layer_met1.png
Bar = 50 µm. Supply wires on this layer in gray.
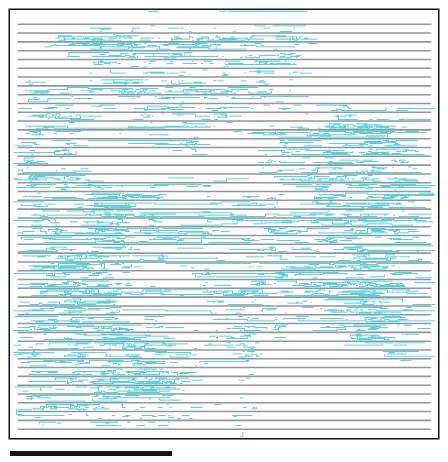
layer_met2.png
Cells faint in the background.
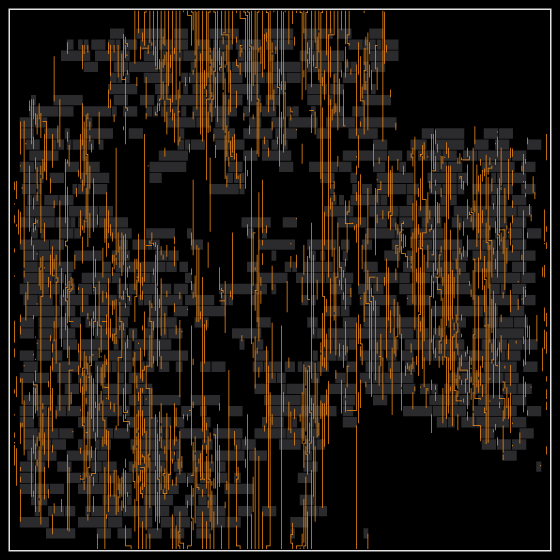
layer_met3.png
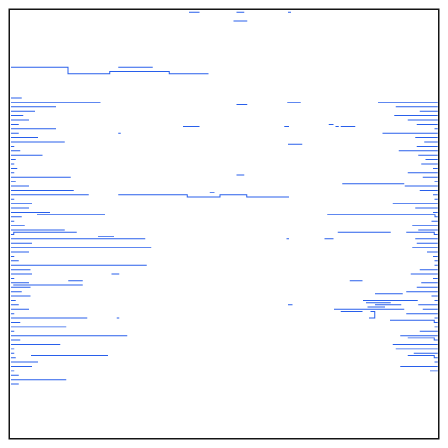
layer_met4.png
Supply wires on this layer in gray.
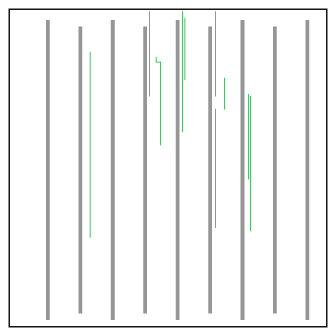
File: src/rtl/ysyx_23060203_lsu.sv
// LSU: one memory op at a time, word-aligned request, load sign/zero extension; min 3-cycle accept-to-record, stalls on mem_req_ready/out_ready.
// YSYX_23060203_LSU_MISALIGN_TRAP_EN: misaligned/illegal accesses return an error record instead of being force-aligned.
module ysyx_23060203_lsu #(
  parameter int AW = 32,
  parameter int DW = 32
) (
  input  logic          clk,
  input  logic          rst,
  input  logic          in_valid,
  output logic          in_ready,
  input  logic          in_wen,
  input  logic [1:0]    in_size,
  input  logic          in_unsigned,
  input  logic [AW-1:0] in_addr,
  input  logic [DW-1:0] in_wdata,
  input  logic [4:0]    in_rd,
  output logic          mem_req_valid,
  input  logic          mem_req_ready,
  output logic [AW-1:0] mem_addr,
  output logic          mem_wen,
  output logic [3:0]    mem_wmask,
  output logic [DW-1:0] mem_wdata,
  input  logic          mem_rsp_valid,
  input  logic [DW-1:0] mem_rsp_data,
  output logic          out_valid,
  input  logic          out_ready,
  output logic          out_wen,
  output logic [4:0]    out_rd,
  output logic [DW-1:0] out_data,
  output logic          out_err
);

  typedef enum logic [1:0] {S_IDLE, S_REQ, S_WAIT, S_DONE} state_e;

  state_e        state_q, state_d;
  logic          wen_q;
  logic [1:0]    size_q;
  logic          uns_q;
  logic [1:0]    off_q;
  logic [4:0]    rd_q;
  logic [AW-1:0] mem_addr_q;
  logic [3:0]    mem_wmask_q;
  logic [DW-1:0] mem_wdata_q;
  logic [DW-1:0] out_data_q;
  logic          out_wen_q;

  logic [1:0]    acc_size;
  logic [AW-1:0] eff_addr;
  logic [1:0]    acc_off;
  logic          acc_err;
  logic [3:0]    acc_mask;
  logic [DW-1:0] acc_wdata;
  logic [DW-1:0] rsp_shift;
  logic [DW-1:0] ld_data;

  // Decode the offered op: legalise size/alignment and pre-compute lane data.
  always_comb begin
    acc_size = in_size;
    eff_addr = in_addr;
    acc_err  = 1'b0;
`ifdef YSYX_23060203_LSU_MISALIGN_TRAP_EN
    acc_err = (in_size == 2'd3) ||
              ((in_size == 2'd1) && in_addr[0]) ||
              ((in_size == 2'd2) && (in_addr[1:0] != 2'b00));
`else
    if (in_size == 2'd3) acc_size = 2'd2;
    if (acc_size == 2'd1) eff_addr[0] = 1'b0;
    if (acc_size == 2'd2) eff_addr[1:0] = 2'b00;
`endif
    acc_off = eff_addr[1:0];
    case (acc_size)
      2'd0:    acc_mask = 4'b0001 << acc_off;
      2'd1:    acc_mask = 4'b0011 << acc_off;
      default: acc_mask = 4'b1111;
    endcase
    if (!in_wen) acc_mask = 4'b0000;
    acc_wdata = in_wdata << {acc_off, 3'b000};
  end

  always_comb begin
    rsp_shift = mem_rsp_data >> {off_q, 3'b000};
    case (size_q)
      2'd0:    ld_data = {{(DW-8){~uns_q & rsp_shift[7]}}, rsp_shift[7:0]};
      2'd1:    ld_data = {{(DW-16){~uns_q & rsp_shift[15]}}, rsp_shift[15:0]};
      default: ld_data = rsp_shift;
    endcase
  end

  always_ff @(posedge clk) begin
    if (rst) state_q <= S_IDLE;
    else     state_q <= state_d;
  end

  always_comb begin
    state_d       = state_q;
    in_ready      = 1'b0;
    mem_req_valid = 1'b0;
    out_valid     = 1'b0;
    case (state_q)
      S_IDLE: begin
        in_ready = 1'b1;
        if (in_valid) state_d = acc_err ? S_DONE : S_REQ;
      end
      S_REQ: begin
        mem_req_valid = 1'b1;
        if (mem_req_ready) state_d = S_WAIT;
      end
      S_WAIT: begin
        if (mem_rsp_valid) state_d = S_DONE;
      end
      default: begin
        out_valid = 1'b1;
        if (out_ready) state_d = S_IDLE;
      end
    endcase
  end

  always_ff @(posedge clk) begin
    if (rst) begin
      wen_q       <= 1'b0;
      size_q      <= 2'd0;
      uns_q       <= 1'b0;
      off_q       <= 2'd0;
      rd_q        <= 5'd0;
      mem_addr_q  <= '0;
      mem_wmask_q <= 4'b0000;
      mem_wdata_q <= '0;
      out_data_q  <= '0;
      out_wen_q   <= 1'b0;
    end else begin
      case (state_q)
        S_IDLE: if (in_valid) begin
          wen_q       <= in_wen;
          size_q      <= acc_size;
          uns_q       <= in_unsigned;
          off_q       <= acc_off;
          rd_q        <= in_rd;
          mem_addr_q  <= {eff_addr[AW-1:2], 2'b00};
          mem_wmask_q <= acc_mask;
          mem_wdata_q <= acc_wdata;
          out_data_q  <= '0;
          out_wen_q   <= 1'b0;
        end
        S_WAIT: if (mem_rsp_valid && !wen_q) begin
          out_data_q <= ld_data;
          out_wen_q  <= (rd_q != 5'd0);
        end
        S_DONE: if (out_ready) out_wen_q <= 1'b0;
        default: ;
      endcase
    end
  end

`ifdef YSYX_23060203_LSU_MISALIGN_TRAP_EN
  logic out_err_q;
  always_ff @(posedge clk) begin
    if (rst) out_err_q <= 1'b0;
    else if (state_q == S_IDLE && in_valid) out_err_q <= acc_err;
    else if (state_q == S_DONE && out_ready) out_err_q <= 1'b0;
  end
  assign out_err = out_err_q;
`else
  assign out_err = 1'b0;
`endif

  assign mem_addr  = mem_addr_q;
  assign mem_wen   = wen_q;
  assign mem_wmask = mem_wmask_q;
  assign mem_wdata = mem_wdata_q;
  assign out_wen   = out_wen_q;
  assign out_rd    = rd_q;
  assign out_data  = out_data_q;

endmodule

File: config.mk
export PLATFORM = sky130hd
export DESIGN_NAME = ysyx_23060203_lsu
export DESIGN_NICKNAME = d
export VERILOG_FILES = /design/src/rtl/ysyx_23060203_lsu.sv
export SDC_FILE = /design/constraint.sdc
export NUM_CORES = 1
export LEC_CHECK = 0
export ABC_CLOCK_PERIOD_IN_PS = 2200
export CAP_MARGIN = 10
export CORE_MARGIN = 2
export CORE_UTILIZATION = 31
export CTS_CLUSTER_DIAMETER = 100
export DETAILED_ROUTE_END_ITERATION = 10
export GPL_ROUTABILITY_DRIVEN = 0
export PLACE_DENSITY = 0.73
export SLEW_MARGIN = 25
export SYNTH_ARGS = -nofsm -noshare
export SYNTH_HDL_FRONTEND = slang
export SYNTH_SLANG_ARGS = --single-unit
File: constraint.sdc
create_clock -name clk -period 2.2 [get_ports clk]
set_clock_uncertainty 0.2 [all_clocks]
set_input_delay 0.44 -clock clk [delete_from_list [all_inputs] [get_ports clk]]
set_output_delay 0.44 -clock clk [all_outputs]
set_load 0.01 [all_outputs]
==> reports/metrics.csv <==
stage,metric,value,unit
outcome,status,"finished, final reports clean",
yosys,post_synth_inst_count,576,
yosys,top_area_share,43.98,%
layout,buffers,253,
yosys,synth.distinct_cells,48,
layout,inv_count,4,
clock_network,post_cts_buffers,0,
timing,worstMarginPinSlew,0.8284,ns
floorplanning,die_h,132.2,µm
clock_network,cts.clk_slew.worst_paths,0.08,ns
placement,post-dp-hpwl,12480,µm
yosys,synth_area,5099,µm²
layout,regArea,2245,µm²
pwr,sw_frac_of_total,34.94,%
placement,dp_slack,-0.3806,ns
pwr,combPwrFrac,39.6,%
setup_path,worstPathCellList,inv_2 > ha_4 > nor2b_1 > or4_4 > or3_4 > o21ai_0,
global_route,antenna_found_initial,0,
floorplanning,fp.coreArea,16000,µm²
floorplanning,rows,46,
floorplanning,chipArea,17490,µm²
setup_path,crit_start,state_q[0]$_SDFFE_PP0P_,
layout,post-route-util,50.02,%
layout,seq_area_share,28.05,%
setup_path,cp_slowest_cell,or3_4,
layout,final_common_cell,clkdlybuf4s50_1,
timing,finalWorstSetupSlack,0.06594,ns
clock_network,cts_max_level,3,
flow_run,warnings,30,
yosys,synth.top_cells.by_area,"dfxtp_1 (44%), nand2_1 (7.4%), a22oi_1 (5.9%)",
layout,area_growth,56.96,%
routing,wl_met1,7479,µm
routing,wl_met3,1352,µm
yosys,synthArstFlopShare,0,%
routing,firstDrtPassIters,5,
layout,antenna_cells,0,
setup_path,required,2.28,ns
yosys,post-synth-top-area-cell,dfxtp_1,
yosys,yosys-stat-area,5099,µm²
clock_network,cts_buffer_depth,2,
routing,drc,0,
pwr,p_seq,2.50,mW
layout,num-multi-input-gates,414,
global_route,grt_max_degree,71,
yosys,ys_seq_share,43.98,%
pwr,power.density,849.5,nW/µm²
layout,final_nets,910,
routing,post_drt_via_cell_ratio,5.028,
timing,slew_violations,0,
layout,instances_no_fill,1015,
worst_hold_path,hold_path_depth,2,
setup_path,critPathTopFamily,simple AND/OR/NAND/NOR gates,
layout,clock_cell_area_share,3.502,%
timing,hold_viol,0,
yosys,edf_count,0,
layout,drive_gt1_share,14.02,%
yosys,numSynthFlops,112,
yosys,ys_sh_xor,0,%
clock_network,clock-sinks,112,
pwr,clk-power,1.61,mW
pwr,p_clk_share,23.7,%
timing,period_used_share,97.00,%
layout,clkbuf_count,10,
setup_path,worst_setup_path_start_kind,flop,
floorplanning,fp_util,31.87,%
setup_path,r2r_slack,0.07,ns
timing,finalSetupTns,0,ns
timing,grt_setup_unrepaired,false,
yosys,mux_area_share,10.80,%
clock_network,numCtsBuffers,9,
timing,period_minus_slack,2.134,ns
worst_hold_path,hold_class,reg -> reg,
worst_hold_path,holdCritStartpoint,mem_addr[12]$_SDFFE_PP0P_,
setup_path,regToRegStartpoint,state_q[0]$_SDFFE_PP0P_,
placement,dpl.cell_count,999,
timing,finalSetupViolations,0,
flow_run,maxCapViolations,0,
routing,wl_per_cell,16.95,µm
yosys,top_logic_kind,AND-OR/OR-AND gates,
clock_network,root_buffer,clkbuf_16,
global_route,grt_pass1_wl,26670,µm
yosys,top_cell,dfxtp_1,
placement,io_buffer_count,218,
layout,final_cell_mix,"clkdlybuf4s50_1 (215), dfxtp_1 (110), nand2_1 (100), a21oi_1 (55), nor2_1 (42)",
layout,final_area,8003,µm²
timing,fmax,468.6,MHz
layout,comb_share,33.68,%
timing,holdWs,0.2564,ns
setup_path,path_max_fanout,16,
setup_path,endpoint,out_data[23]$_SDFFE_PP0P_,
pwr,p_total,6.798,mW
setup_path,cp.depth,6,
setup_path,path_buffers,1,
layout,buffer_area_share,31.21,%
layout,logic_area,2695,µm²
setup_path,worstPathArrival,2.21,ns
global_route,grt_pass1_vias,4825,
pwr,p_comb,2.69,mW
yosys,syn_avg_cell_area,8.852,µm²
clock_network,cts_tree,built,
yosys,ys_cells,576,
clock_network,clk-insertion-delay-late,0.35,ns
yosys,ys.warnings.count,0,
routing,drt_iter0_drc,280,
setup_path,crit_type,reg -> reg,
global_route,top_usage_layer,met2,
routing,drtAntennaViolNets,0,
setup_path,cp_slowest_stage_delay,0.47,ns
yosys,compound_area_share,20.49,%
setup_path,ff2ff_path_depth,6,
floorplanning,pin_count,222,
pwr,power.group.top,combinational cells,
floorplanning,die_x,132.2,µm
pwr,p_seq_share,36.8,%
pwr,p_int,4.423,mW
clock_network,hold_buffers,0,
layout,fillers,1557,
timing,max_slew_margin,44.77,%
layout,largest_cell_class,multi-input combinational cells,
layout,flops,112,
yosys,common_cells,"dfxtp_1 (112), nand2_1 (101), a21oi_1 (55)",
global_route,grt.overflow.total,0,
placement,dpl_cell_area,7699,µm²
floorplanning,n_tap_cell,216,
pwr,switchingPower,2.375,mW
worst_hold_path,min_to,mem_addr[12]$_SDFFE_PP0P_,
routing,wl_met2,7958,µm
pwr,peakVddDrop,0.3592,mV
yosys,synth-simple-area-share,18.99,%
setup_path,r2r_end,out_data[23]$_SDFFE_PP0P_,
About layer_met1.png:
- wire length on this layer: 7480 µm
- share of all routed wire: 43%
- longest straight run: 34.5 µm
GR Util met1: 24.83%
Vias: 5103
drt total wl: 17210 µm

About layer_met2.png:
- wire length on this layer: 7960 µm
- longest straight run: 59.3 µm
- share of all routed wire: 46%
- main direction: vertical
routing usage on met2: 30.79%

About layer_met3.png:
- nets with wire on the layer: 150
- main direction: horizontal
- longest straight run: 43.0 µm
met3 GRT Util: 5.152%

About layer_met4.png:
- longest straight run: 77.5 µm
- wire length on this layer: 417 µm
- share of all routed wire: 2.4%
- nets with wire on the layer: 8
- main direction: vertical

Power figures rest on the tool's default switching activity, not on a simulated workload.
